### M1 wires

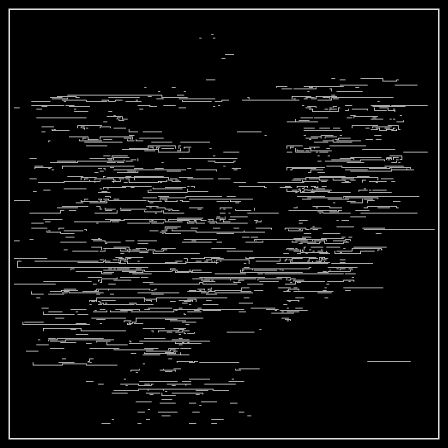
### Metal 2

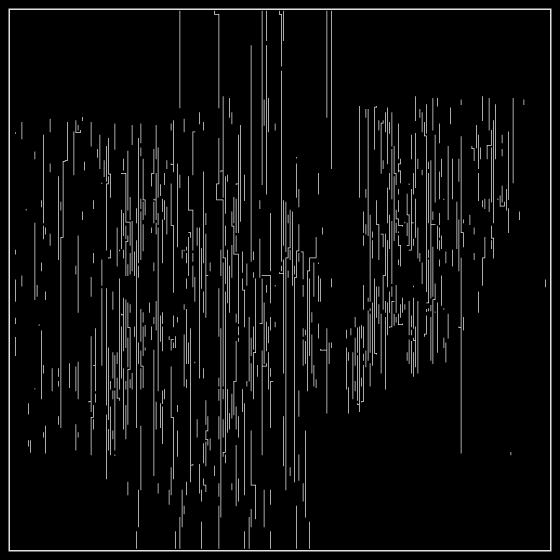
### Signal wires on met3

Bar = 20 um.
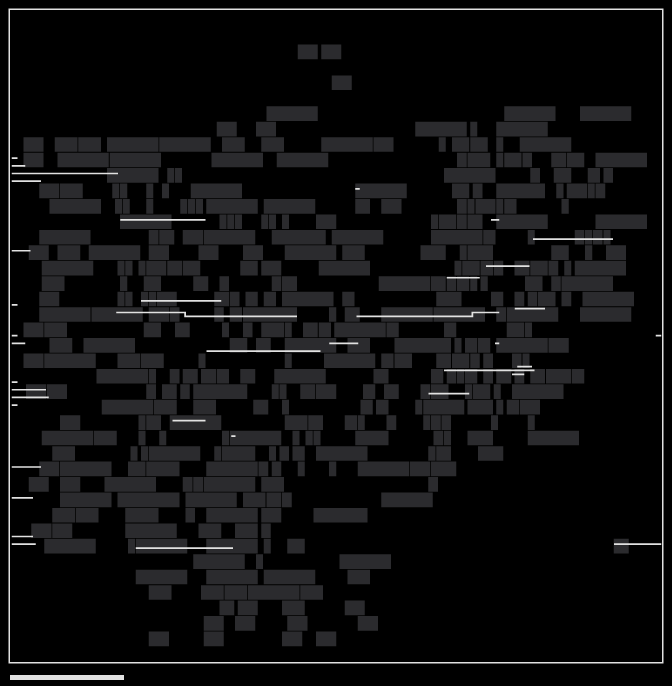
File: config.mk
export PLATFORM = sky130hd
export DESIGN_NAME = seg_scan_ctrl
export DESIGN_NICKNAME = d
export VERILOG_FILES = /design/src/rtl/seg_scan_pkg.sv /design/src/rtl/seg_scan_timer.sv /design/src/rtl/seg_scan_ctrl.sv
export SDC_FILE = /design/constraint.sdc
export NUM_CORES = 1
export LEC_CHECK = 0
export CAP_MARGIN = 20
export CORE_MARGIN = 2
export CORE_UTILIZATION = 30
export DETAILED_ROUTE_END_ITERATION = 8
export PLACE_DENSITY = 0.55
export SLEW_MARGIN = 20
export SYNTH_ARGS = -nofsm -noshare
export SYNTH_HDL_FRONTEND = slang
export SYNTH_SLANG_ARGS = --single-unit
File: constraint.sdc
create_clock -name clk -period 3.2 [get_ports clk]
set_input_delay 0.64 -clock clk [delete_from_list [all_inputs] [get_ports clk]]
set_output_delay 0.64 -clock clk [all_outputs]
set_load 0.01 [all_outputs]
File: src/rtl/seg_scan_pkg.sv
// seg_scan_pkg
//   Shared types and constants for the seven-segment scan controller.
//   - scan_state_t : scan FSM states (IDLE, BLANK, DRIVE)
//   - BCD_MAX      : largest valid BCD digit value
//   - digit_off()  : inactive level of a digit common for a given polarity
//   - bcd_invalid(): true when a nibble is not a legal BCD digit
package seg_scan_pkg;

  typedef enum logic [1:0] {
    IDLE  = 2'd0,
    BLANK = 2'd1,
    DRIVE = 2'd2
  } scan_state_t;

  localparam logic [3:0] BCD_MAX = 4'd9;

  // Active-low commons are dark when driven high, active-high when driven low.
  function automatic logic digit_off(input logic active_low);
    return active_low;
  endfunction

  function automatic logic bcd_invalid(input logic [3:0] value);
    return (value > BCD_MAX);
  endfunction

endpackage

File: src/rtl/seg_scan_timer.sv
// seg_scan_timer
//   Loadable down-counter shared by every scan state. Loading takes priority
//   over counting; the counter stops at zero. done flags the last cycle of the
//   loaded interval (count == 1).
// Ports
//   clk, rst_n : clock, asynchronous active-low reset
//   load       : reload count with load_val this edge
//   load_val   : interval length in cycles
//   count      : current counter value
//   done       : count == 1 (interval expires at the next edge)
module seg_scan_timer #(
  parameter int W = 16
) (
  input  logic         clk,
  input  logic         rst_n,
  input  logic         load,
  input  logic [W-1:0] load_val,
  output logic [W-1:0] count,
  output logic         done
);

  // Counter register: reload on request, otherwise count down to zero.
  always_ff @(posedge clk or negedge rst_n) begin
    if (!rst_n) begin
      count <= '0;
    end else if (load) begin
      count <= load_val;
    end else if (count != '0) begin
      count <= count - W'(1);
    end else begin
      count <= count;
    end
  end

  assign done = (count == W'(1));

endmodule

File: src/rtl/seg_scan_ctrl.sv
// seg_scan_ctrl
//   Time-multiplexes NUM_DIGITS BCD digits onto one shared seven-segment
//   decoder. Each digit slot is BLANK_CYCLES dark followed by DWELL_CYCLES lit;
//   the decoder input changes at the start of the dark phase so it has settled
//   before the common is enabled. New values are staged by load and copied to
//   the displayed shadow copy only at the start of a frame, so a frame never
//   shows a mix of old and new digits.
// Ports
//   clk, rst_n  : clock, asynchronous active-low reset
//   enable      : 1 = scan, 0 = dark (FSM held in IDLE)
//   digits_in   : BCD digits, [3:0] = digit 0 (least significant)
//   dp_in       : decimal point per digit
//   load        : 1-cycle strobe capturing digits_in / dp_in into staging
//   blank_lz    : 1 = suppress leading zeros
//   load_ack    : 1-cycle pulse once a captured value is on the display
//   bcd_out     : decoder input for the current digit
//   dp_out      : decimal point for the current digit
//   digit_en    : digit commons, polarity set by DIGIT_ACTIVE_LOW
//   frame_start : 1-cycle pulse on entry to BLANK for digit 0
module seg_scan_ctrl
  import seg_scan_pkg::*;
#(
  parameter int NUM_DIGITS       = 4,
  parameter int DWELL_CYCLES     = 50000,
  parameter int BLANK_CYCLES     = 500,
  parameter bit DIGIT_ACTIVE_LOW = 1'b1
) (
  input  logic                    clk,
  input  logic                    rst_n,
  input  logic                    enable,
  input  logic [4*NUM_DIGITS-1:0] digits_in,
  input  logic [NUM_DIGITS-1:0]   dp_in,
  input  logic                    load,
  input  logic                    blank_lz,
  output logic                    load_ack,
  output logic [3:0]              bcd_out,
  output logic                    dp_out,
  output logic [NUM_DIGITS-1:0]   digit_en,
  output logic                    frame_start
);

  localparam int CNT_MAX = (DWELL_CYCLES > BLANK_CYCLES) ? DWELL_CYCLES : BLANK_CYCLES;
  localparam int CW      = $clog2(CNT_MAX + 1);
  localparam int IW      = $clog2(NUM_DIGITS);
  localparam logic              OFF      = digit_off(DIGIT_ACTIVE_LOW);
  localparam logic [IW-1:0]     LAST_IDX = IW'(NUM_DIGITS - 1);
  localparam logic [CW-1:0]     BLANK_LD = CW'(BLANK_CYCLES);
  localparam logic [CW-1:0]     DWELL_LD = CW'(DWELL_CYCLES);

  scan_state_t state, state_nxt;
  logic [IW-1:0] idx, idx_nxt;

  logic [4*NUM_DIGITS-1:0] staging_dig, shadow_dig, shadow_dig_nxt;
  logic [NUM_DIGITS-1:0]   staging_dp, shadow_dp, shadow_dp_nxt;
  logic                    pending, pending_nxt;
  logic                    ack_pend;

  logic          tmr_load;
  logic [CW-1:0] tmr_val;
  logic [CW-1:0] tmr_count;
  logic          tmr_done;

  logic                  blank_entry;
  logic                  frame_nxt;
  logic                  transfer;
  logic [NUM_DIGITS-1:0] supp;
  logic [NUM_DIGITS-1:0] en_nxt;
  logic [3:0]            bcd_nxt;
  logic                  dp_nxt;
  logic                  lz_run;
  logic                  lz_here;
  logic [3:0]            lz_digit;

  seg_scan_timer #(
    .W (CW)
  ) u_timer (
    .clk      (clk),
    .rst_n    (rst_n),
    .load     (tmr_load),
    .load_val (tmr_val),
    .count    (tmr_count),
    .done     (tmr_done)
  );

  // Next-state logic; the timer is reloaded on every state entry.
  always_comb begin
    state_nxt = state;
    idx_nxt   = idx;
    tmr_load  = 1'b0;
    tmr_val   = BLANK_LD;
    if (!enable) begin
      state_nxt = IDLE;
      idx_nxt   = '0;
    end else begin
      case (state)
        IDLE: begin
          state_nxt = BLANK;
          idx_nxt   = '0;
          tmr_load  = 1'b1;
          tmr_val   = BLANK_LD;
        end
        BLANK: begin
          if (tmr_done) begin
            state_nxt = DRIVE;
            tmr_load  = 1'b1;
            tmr_val   = DWELL_LD;
          end else begin
            state_nxt = BLANK;
          end
        end
        DRIVE: begin
          if (tmr_done) begin
            state_nxt = BLANK;
            idx_nxt   = (idx == LAST_IDX) ? '0 : idx + IW'(1);
            tmr_load  = 1'b1;
            tmr_val   = BLANK_LD;
          end else begin
            state_nxt = DRIVE;
          end
        end
        default: begin
          state_nxt = IDLE;
          idx_nxt   = '0;
        end
      endcase
    end
  end

  // Frame-synchronous transfer of staged value and load bookkeeping.
  always_comb begin
    blank_entry = tmr_load && (state_nxt == BLANK);
    frame_nxt   = blank_entry && (idx_nxt == '0);
    // In IDLE nothing is displayed, so a pending value may move at once.
    transfer    = pending && ((state == IDLE) || frame_nxt);
    if (transfer) begin
      shadow_dig_nxt = staging_dig;
      shadow_dp_nxt  = staging_dp;
    end else begin
      shadow_dig_nxt = shadow_dig;
      shadow_dp_nxt  = shadow_dp;
    end
    // A load on the transfer edge itself stays pending for the next frame.
    if (load) begin
      pending_nxt = 1'b1;
    end else if (transfer) begin
      pending_nxt = 1'b0;
    end else begin
      pending_nxt = pending;
    end
  end

  // Suppression mask: invalid BCD, or a zero run from the most significant end.
  always_comb begin
    supp     = '0;
    lz_run   = blank_lz;
    lz_here  = 1'b0;
    lz_digit = 4'd0;
    for (int i = NUM_DIGITS - 1; i >= 1; i--) begin
      lz_digit = shadow_dig_nxt[4*i +: 4];
      lz_here  = lz_run && (lz_digit == 4'd0) && !shadow_dp_nxt[i];
      supp[i]  = bcd_invalid(lz_digit) || lz_here;
      lz_run   = lz_here;
    end
    supp[0] = bcd_invalid(shadow_dig_nxt[3:0]);
  end

  // Output next values: decoder input changes on BLANK entry, common lit in DRIVE.
  always_comb begin
    if (blank_entry) begin
      bcd_nxt = shadow_dig_nxt[{idx_nxt, 2'b00} +: 4];
      dp_nxt  = shadow_dp_nxt[idx_nxt];
    end else begin
      bcd_nxt = bcd_out;
      dp_nxt  = dp_out;
    end
    en_nxt = {NUM_DIGITS{OFF}};
    if ((state_nxt == DRIVE) && !supp[idx_nxt]) begin
      en_nxt[idx_nxt] = ~OFF;
    end else begin
      en_nxt = {NUM_DIGITS{OFF}};
    end
  end

  // State, digit index and value registers.
  always_ff @(posedge clk or negedge rst_n) begin
    if (!rst_n) begin
      state       <= IDLE;
      idx         <= '0;
      staging_dig <= '0;
      staging_dp  <= '0;
      shadow_dig  <= '0;
      shadow_dp   <= '0;
      pending     <= 1'b0;
      ack_pend    <= 1'b0;
    end else begin
      state       <= state_nxt;
      idx         <= idx_nxt;
      staging_dig <= load ? digits_in : staging_dig;
      staging_dp  <= load ? dp_in : staging_dp;
      shadow_dig  <= shadow_dig_nxt;
      shadow_dp   <= shadow_dp_nxt;
      pending     <= pending_nxt;
      ack_pend    <= transfer;
    end
  end

  // Registered outputs.
  always_ff @(posedge clk or negedge rst_n) begin
    if (!rst_n) begin
      bcd_out     <= 4'd0;
      dp_out      <= 1'b0;
      digit_en    <= {NUM_DIGITS{OFF}};
      frame_start <= 1'b0;
      load_ack    <= 1'b0;
    end else begin
      bcd_out     <= bcd_nxt;
      dp_out      <= dp_nxt;
      digit_en    <= en_nxt;
      frame_start <= frame_nxt;
      load_ack    <= ack_pend;
    end
  end

endmodule
==> impl_metrics.json <==
{
  "outcome": "finished clean",
  "skew_ns": 0.00758,
  "cp.arrival_ns": 2.77,
  "edf_count": 0,
  "timing.final.crit_share": 0.801,
  "cp_slowest_cell": "nor3_1",
  "pwr-share-seq": 0.450,
  "critPathRequiredTime_ns": 3.41,
  "crit_type": "reg -> reg",
  "ctsLongestPathBuffers": 2,
  "endpoint": "u_timer.count[5]",
  "drive_above_1_share": 0.191,
  "seq-power_mw": 1.16,
  "synthToLayoutAreaGrowth_pct": 22.7,
  "layout_top_cells": "69 x dfrtp_1, 50 x nand2_1, 34 x clkdlybuf4s50_1",
  "whs_endpoint": "load_ack",
  "numCtsBuffers": 9,
  "yosysTopAreaCell": "dfrtp_1",
  "rsz0062_at_grt": "false",
  "die_w_um": 115,
  "dr.pass1.iters": 4,
  "critPathBufInv": 0,
  "p_comb_uw": 407,
  "overflow": 0,
  "place_inst": 523,
  "synth_cells": 343,
  "power_frac_comb": 0.159,
  "wl_met1_um": 3680,
  "synth.avg_cell_area_um2": 10.7,
  "synth.cell_area_um2": 3680,
  "finalMaxSlewViolations": 0,
  "drc": 0,
  "rows": 40,
  "grt_usage": 0.137,
  "area_leaders": "dfrtp_1 47%, mux2_2 9.5%, nand2_1 5.1%",
  "reg2reg_slack_ns": 0.64,
  "ios": 36,
  "cts.htree.levels": 3,
  "wl_met3_um": 263,
  "power_per_cell_area_nw_per_um2": 569,
  "clock-sinks": 73,
  "end_kind": "flop",
  "startpoint": "u_timer.count[13]",
  "clock_latency_ns": 0.34,
  "layout.nets": 420,
  "yosysUniqueCellTypes": 55,
  "cts-root-buf": "clkbuf_16",
  "hold_depth": 0,
  "hp-start": "ack_pend",
  "yosysWarnings": 0,
  "path_max_fanout": 9,
  "postCtsSetupBuffers": 0,
  "cp_slowest_stage_delay_ns": 0.50,
  "floorplan.core_util": 0.307,
  "hpwl_um": 5890,
  "antenna_found_initial": 0
}
## Picture notes: 'M1 wires'
The layer holds 46% of the routed length. The wires run mostly horizontal. The layer carries 3680 um of wire. The longest straight run is 35.0 um.
Vias: 2683
routing usage on met1: 0.175
Routed WL: 8060 um

## Picture notes: 'Metal 2'
The layer holds 50% of the routed length. 346 nets have wire on it. The wires run mostly vertical.
met2 GRT Util: 0.230

## Picture notes: 'Signal wires on met3'
29 nets have wire on it. The wires run mostly horizontal. The longest straight run is 20.2 um.
M3 GR Usage: 0.0348

[flip-flops by register name, summed over array words and instances, names as in the netlist, 2 cells and up]
signal / cells
shadow_dp: 4
bcd_out: 4
state: 2
staging_dp: 4
idx: 2
u_timer.count: 16
digit_en: 4
staging_dig: 16
shadow_dig: 16
[stage by stage]
step	instance area, um^2	total power, mW	hold slack, ns	utilization
2_1_floorplan	3680	1.41	0.331	-
4_1_cts	4520	2.61	0.349	0.376
6_report	4520	2.57	0.346	0.376
3_5_place_dp	4220	1.58	0.336	0.352
3_3_place_gp	4220	1.58	0.334	0.352
5_1_grt	4520	2.71	0.369	0.376
[synthesized netlist by cell type (all sizes together) (2+ instances only)]
cell type,number
or3,3
nand2b,4
ha,8
nor3b,2
and3,3
nor3,11
or4,3
xor2,3
a31oi,2
a21oi,6
dfrtp,69
nor2,28
o22a,4
nand3,14
mux2i,8
or2,2
a41oi,5
nand4,5
o211ai,4
inv,6
dfstp,4
o21ai,20
and2,5
nand3b,3
nand2,50
xnor2,9
mux2,31
buf,5
o21bai,2
clkbuf,6
[cell families (layout without fill, tap and decap cells)]
kind of cell | count (synthesis) | after routing | synth area share
AND/OR/NAND/NOR | 140 | 140 | 0.193
flip-flops | 73 | 73 | 0.497
multiplexers | 39 | 39 | 0.117
XOR/XNOR | 12 | 12 | 0.0285
buffers and inverters | 17 | 66 | 0.0224
AND-OR/OR-AND | 54 | 54 | 0.115
adder cells (fa/ha/maj) | 8 | 8 | 0.0272
[cell type report]
cell class	instances	area [um^2]	share of cell area
sequential	73	1830	0.405
multi-input combinational	253	1770	0.391
timing repair buffer	44	415	0.0919
clock buffer	10	229	0.0507
tap	147	184	0.0407
clock inverter	6	67.6	0.0150
inverter	6	22.5	0.00498
No activity file was given, so power comes from the tool's default toggle rates.
